Design image_unblender, sky130hd; sources not shown.
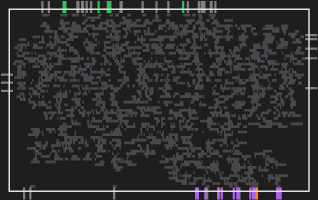
Run 1: I/O pins on the die edge
Drawn at 1 px/um. Pins as bars across the die edge, other pins in grey.
green -> `blend_factor`  # pins 8, direction input, edge top
orange -> `div_zero`  # pins 1, direction output, edge bottom
purple -> `image_b_out`  # pins 16, direction output, edge bottom
all pins by edge = 31 top, 24 bottom, 5 right, 3 left
Die Y: 180.5 um
die width: 298.1 um
I/O Buffers: 62

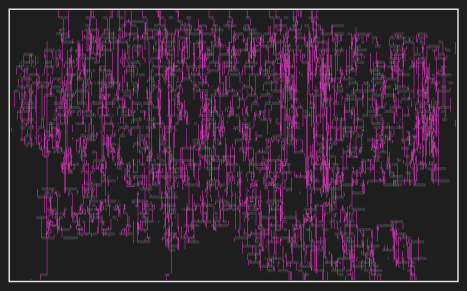
Run 1: M2 wires
Drawn at 1.5 px/um.
share of all routed wire = 39%
wire length on this layer = 16900 um
longest straight run = 108 um
nets with wire on the layer = 1732
M2 GR Usage: 0.2176
routed wire length: 43440 um
via count: 11446

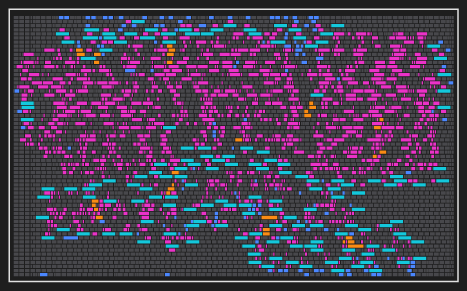
Run 1: cell classes on the final placement
Drawn at 1.5 px/um. Fill, decap, tap and diode cells in grey.
orange -> clock drivers and dummy loads  # cells 32, share of their area 2.4%
magenta -> combinational and other logic  # cells 1407, share of their area 68%
blue -> other buffers and delay cells  # cells 141, share of their area 6.8%
cyan -> flops  # cells 156, share of their area 23%
Core Area: 0.05109 mm2
Seq area share: 0.2198
Rows: 64

==> flow_summary.toml, run 1 <==
# yosys + openroad results
[clocking]
clk_pin_slew_worst_paths_ns = 0.11
htreeDepth = 4
cts-root-buf = "clkbuf_8"
numCtsBuffers = 17
hold_buffers = 0
clk_latency_ns = 0.54
clock-sinks = 156
tritoncts = "done"
clock_path_buffers = 2

[critical_path]
path_common_cell = "fa_1"
endpoint_kind = "flop"
reg2reg_slack_ns = 0.20
crit_family = "adder cells"
arrival_ns = 6.73
reg2reg_depth = 19
slowest_delay_ns = 0.60
path_cells = "buf_6, nand2b_1, fa_1, fa_1, fa_1, fa_1, inv_1, fa_1, inv_1, ha_4, a21o_1, nand2_2, nand3b_4, xor2_2, or4_1, or4b_1, o41a_1, buf_6, a32o_1"
crit_fanout = 10
start_kind = "flop"
cp_slowest_cell = "fa_1"
crit_cells = 19
required_ns = 6.93
criticalPathCategory = "reg -> reg"
critPathBufInv = 4

[placed_design]
pre_cts_slack_ns = -1.273
gp_congestion = 0.8052
dpl_cell_area_mm2 = 0.01709
place_inst = 2376
dp_hpwl_um = 33980

[synth]
yosysTopAreaCell = "dfrtp_1"
synthSimpleGateAreaFrac = 0.1352
seq_area_frac_synth = 0.2507
edf_count = 0
adder_share = 0.3281
fp_nets = 1971
syn-cell-area_mm2 = 0.01557
synth_cell_type_count = 71
mux_area_frac = 0.05327
topCellsByArea = "dfrtp_1 25%, fa_1 22%, ha_1 11%"
xor_share = 0.03262
top_area_frac = 0.2491
most_common_cell = "inv_1"
numSynthFlops = 156
synthArstFlopShare = 1.000
yosysWarningCount = 6
ys_top_cells_by_count = "276 x inv_1, 169 x fa_1, 155 x dfrtp_1"
yosysChipArea_mm2 = 0.01557
top_logic_kind = "adder cells"
synth_cells = 1620
syn_area_per_cell_um2 = 9.613
aoi_share = 0.1153
yosys_most_used_dff = "dfrtp_1"
yosys_cells = 1620

[global_route]
antenna_found_initial = 1
gr-usage-all-layers = 0.1671
gr-total-overflow = 0
grt_pass1_vias = 11600
grt_max_degree = 106
grt_pass1_wl_um = 68500

[layout]
clk_share = 0.02321
fin_util = 0.3504
sh_comb_area = 0.5851
design_area_mm2 = 0.01790
instances_no_fill = 2429
nNonClkBuffers = 141
comb_cells = 1130
design.seq.count = 156
n_clock_buffer = 17
ff_latch_area_mm2 = 0.003934
layout_top_cell = "inv_1"
final-nonclk-buf-share = 0.06501
largestClassByArea = "logic gates"
drive_gt1_frac = 0.1002
inverters = 277
lay_top_cells = "275 x inv_1, 166 x fa_1, 146 x dfrtp_1"
num-fill-cells = 5342
diodes = 0
logic_area_mm2 = 0.01047
syn2layout_area_growth_pct = 14.94
layout.nets = 2074

[detailed_routing]
drt_iter0_markers = 594
ant_nets = 0
wl_per_cell_um = 17.88
viasPerCell = 4.712
drt_pre_antenna_iters = 5
drc = 0

[final_timing]
fmax_mhz = 158.8
hold_slack_ns = 0.3567
relSlewSlack = 0.3339
setup_viol = 0
hold_viol_final = 0
skew_ns = 0.02018
finalClockPeriodUsage = 0.9691
tightest_slew_ns = 0.9960
setup_slack_ns = 0.2010
slew_violations = 0
period_needed_ns = 6.299
setup_tns_ns = 0
rsz0062_at_grt = "yes"

[status]
status = "completed"

[pwr]
pwr.group.combinational_uw = 49.3
p_clk_uw = 831
p_comb_frac = 0.027
peakVddDrop_uv = 129.7
power_mw = 1.850
pwr-share-seq = 0.524
maxPowerGroup = "sequential cells"
p_switching_uw = 499.8
leakagePower_nw = 8.272
p_int_mw = 1.350
clockPowerShare = 0.449
powerSeq_uw = 970
p_per_area_mw_per_mm2 = 103.3
p_sw_frac = 0.2702

[die]
die_area_mm2 = 0.05381
initCoreUtil = 0.3048
io_pins = 63
nWellTaps = 693

[job]
cap_violations = 0
warnings = 35

[worst_hold_path]
hp-class = "in -> async"
[run 1: per-layer routing]
metal,up-vias,routed length (um),track usage
met2,141,16870,0.2176
met4,0,317,0.02854
met5,-,0,0
met3,16,2665,0.04991
met1,5800,23580,0.2666
li1,5489,-,-
[run 1: timing repair]
| action | CTS | global route |
|---|---|---|
| pin swaps | 2 | 9 |
| setup buffers | 12 | 10 |
| gates resized | 38 | 28 |
| hold endpoints to repair | 0 | 0 |
| setup endpoints to repair | 42 | 36 |
Run 1, clock wiring as the flow saved it:
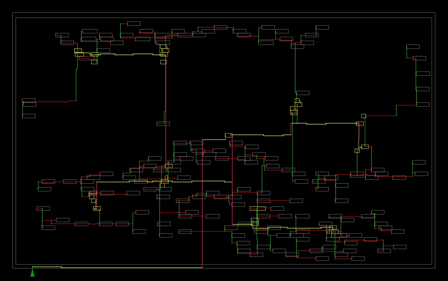

--- run 2 (diff from run 1) ---
--- a/config.mk
+++ b/config.mk
@@ -13,7 +13,9 @@
 export DETAILED_ROUTE_END_ITERATION = 12
 export GPL_TIMING_DRIVEN = 0
 export HOLD_SLACK_MARGIN = 0.03
+export MAX_ROUTING_LAYER = met4
 export PLACE_DENSITY_LB_ADDON = 0.08
+export SETUP_SLACK_MARGIN = 0.5
 export SYNTH_ARGS = -nofsm -noshare
 export SYNTH_HDL_FRONTEND = slang
 export SYNTH_HIERARCHICAL = 1
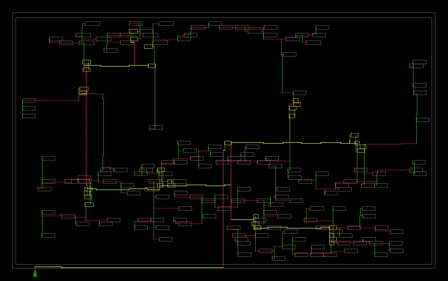
Run 2: clock wiring as the flow saved it
Worst Clk Skew: 0.02382 ns
Clock group: 785 uW
CLK BUF: 17
clk latency late pin: 0.53 ns

==> run 2 against run 1 <==
Design area grew 4.7%; sequential share of layout area down 0.91 points; clock power decreased by 5.5%; critical path type unchanged; critical endpoint unchanged.
==> flow_summary.toml, run 2 <==
# yosys + openroad results
[global_route]
grt_pass1_vias = 11659
globalRoute.busiestLayer = "met1"
gr-usage-met1 = 0.2782
gr-total-overflow = 0
grt_max_degree = 106
grt_pass1_wl_um = 68970
gr-usage-all-layers = 0.1726

[detailed_routing]
wl_per_cell_um = 17.71
topRoutingLayerUsed = "met4"
route.final.wire_length_um = 43810
drt_iter0_markers = 638
wl_met2_um = 17330
ant_nets = 0
met3_length_um = 1405
viasPerCell = 4.645
dr_total_vias = 11492
drt_pre_antenna_iters = 4
wl_met1_um = 24820

[pwr]
pwr-share-seq = 0.538
clockPowerShare = 0.435
powerSeq_uw = 970
p_int_mw = 1.286
pwr.group.combinational_uw = 49.0
peakVddDrop_uv = 134.4
leakagePower_nw = 8.573
maxPowerGroup = "sequential cells"
p_switching_uw = 517.7
power_mw = 1.804
p_sw_frac = 0.2870
p_comb_frac = 0.027
p_per_area_mw_per_mm2 = 96.26

[synth]
edf_count = 0
yosys_most_used_dff = "dfrtp_1"
syn_area_per_cell_um2 = 9.613
yosys_cells = 1620
yosysChipArea_mm2 = 0.01557
ys_top_cells_by_count = "276 x inv_1, 169 x fa_1, 155 x dfrtp_1"
yosysTopAreaCell = "dfrtp_1"
fp_nets = 1971
numSynthFlops = 156
yosysWarningCount = 6
synth_cell_type_count = 71

[die]
io_pins = 63
die_area_mm2 = 0.05381
fp.dieH_um = 180.5
core_mm2 = 0.05109
die_w_um = 298.1
rows = 64

[clocking]
clock-sinks = 156
hold_buffers = 0
ctsResizeCount = 71
clk_pin_slew_worst_paths_ns = 0.11
cts_setup_buffers = 41
cts-root-buf = "clkbuf_8"
numCtsBuffers = 17

[critical_path]
start_kind = "flop"
reg2reg_depth = 19
critPathBufInv = 4
endpoint_kind = "flop"
crit_family = "adder cells"
reg2reg_slack_ns = 0.41
crit_fanout = 5
cp_slowest_cell = "fa_1"
crit_cells = 19
required_ns = 6.92
arrival_ns = 6.51

[layout]
diodes = 0
layout.nets = 2119
lay_top_cells = "269 x inv_1, 164 x fa_1, 137 x dfrtp_1"
instances_no_fill = 2474
fin_util = 0.3668
design_area_mm2 = 0.01874
drive_gt1_frac = 0.1589
layout_top_cell = "inv_1"
syn2layout_area_growth_pct = 20.32
num-fill-cells = 5305

[final_timing]
relSlewSlack = 0.3344
finalClockPeriodUsage = 0.9366
rsz0062_at_grt = "yes"
hold_viol_final = 0
hold_slack_ns = 0.3478
fmax_mhz = 164.3
setup_tns_ns = 0
tightest_slew_ns = 0.9952

[placed_design]
port_buffers = 62
place_inst = 2376
dp_hpwl_um = 33740
dpl_cell_area_mm2 = 0.01718
pre_cts_slack_ns = -0.6283
gp_congestion = 0.8227

[status]
status = "completed"

[worst_hold_path]
hp-class = "in -> async"
run 2: cells by family (layout without fill, tap and decap cells):
group / Yosys count / after routing / share of synthesized area
compound gates: 277 / 277 / 0.1153
xor+xnor: 58 / 58 / 0.03262
fa+ha+maj: 307 / 307 / 0.3281
buf+inv: 334 / 495 / 0.08476
flops: 156 / 156 / 0.2507
mux: 77 / 77 / 0.05327
simple gates: 411 / 411 / 0.1352
run 2: layout make-up:
cell class | count | area, um2 | share of cell area
multi-input cells | 1130 | 10850 | 0.5790
flip-flops and latches | 156 | 3948 | 0.2107
repair buffers | 129 | 1199 | 0.06397
inverters | 277 | 1057 | 0.05642
well taps | 693 | 867.1 | 0.04627
plain buffers | 57 | 406.6 | 0.02170
clock buffers | 17 | 234.0 | 0.01249
clock inverters | 15 | 177.7 | 0.009482
Power figures rest on the tool's default switching activity, not on a simulated workload.
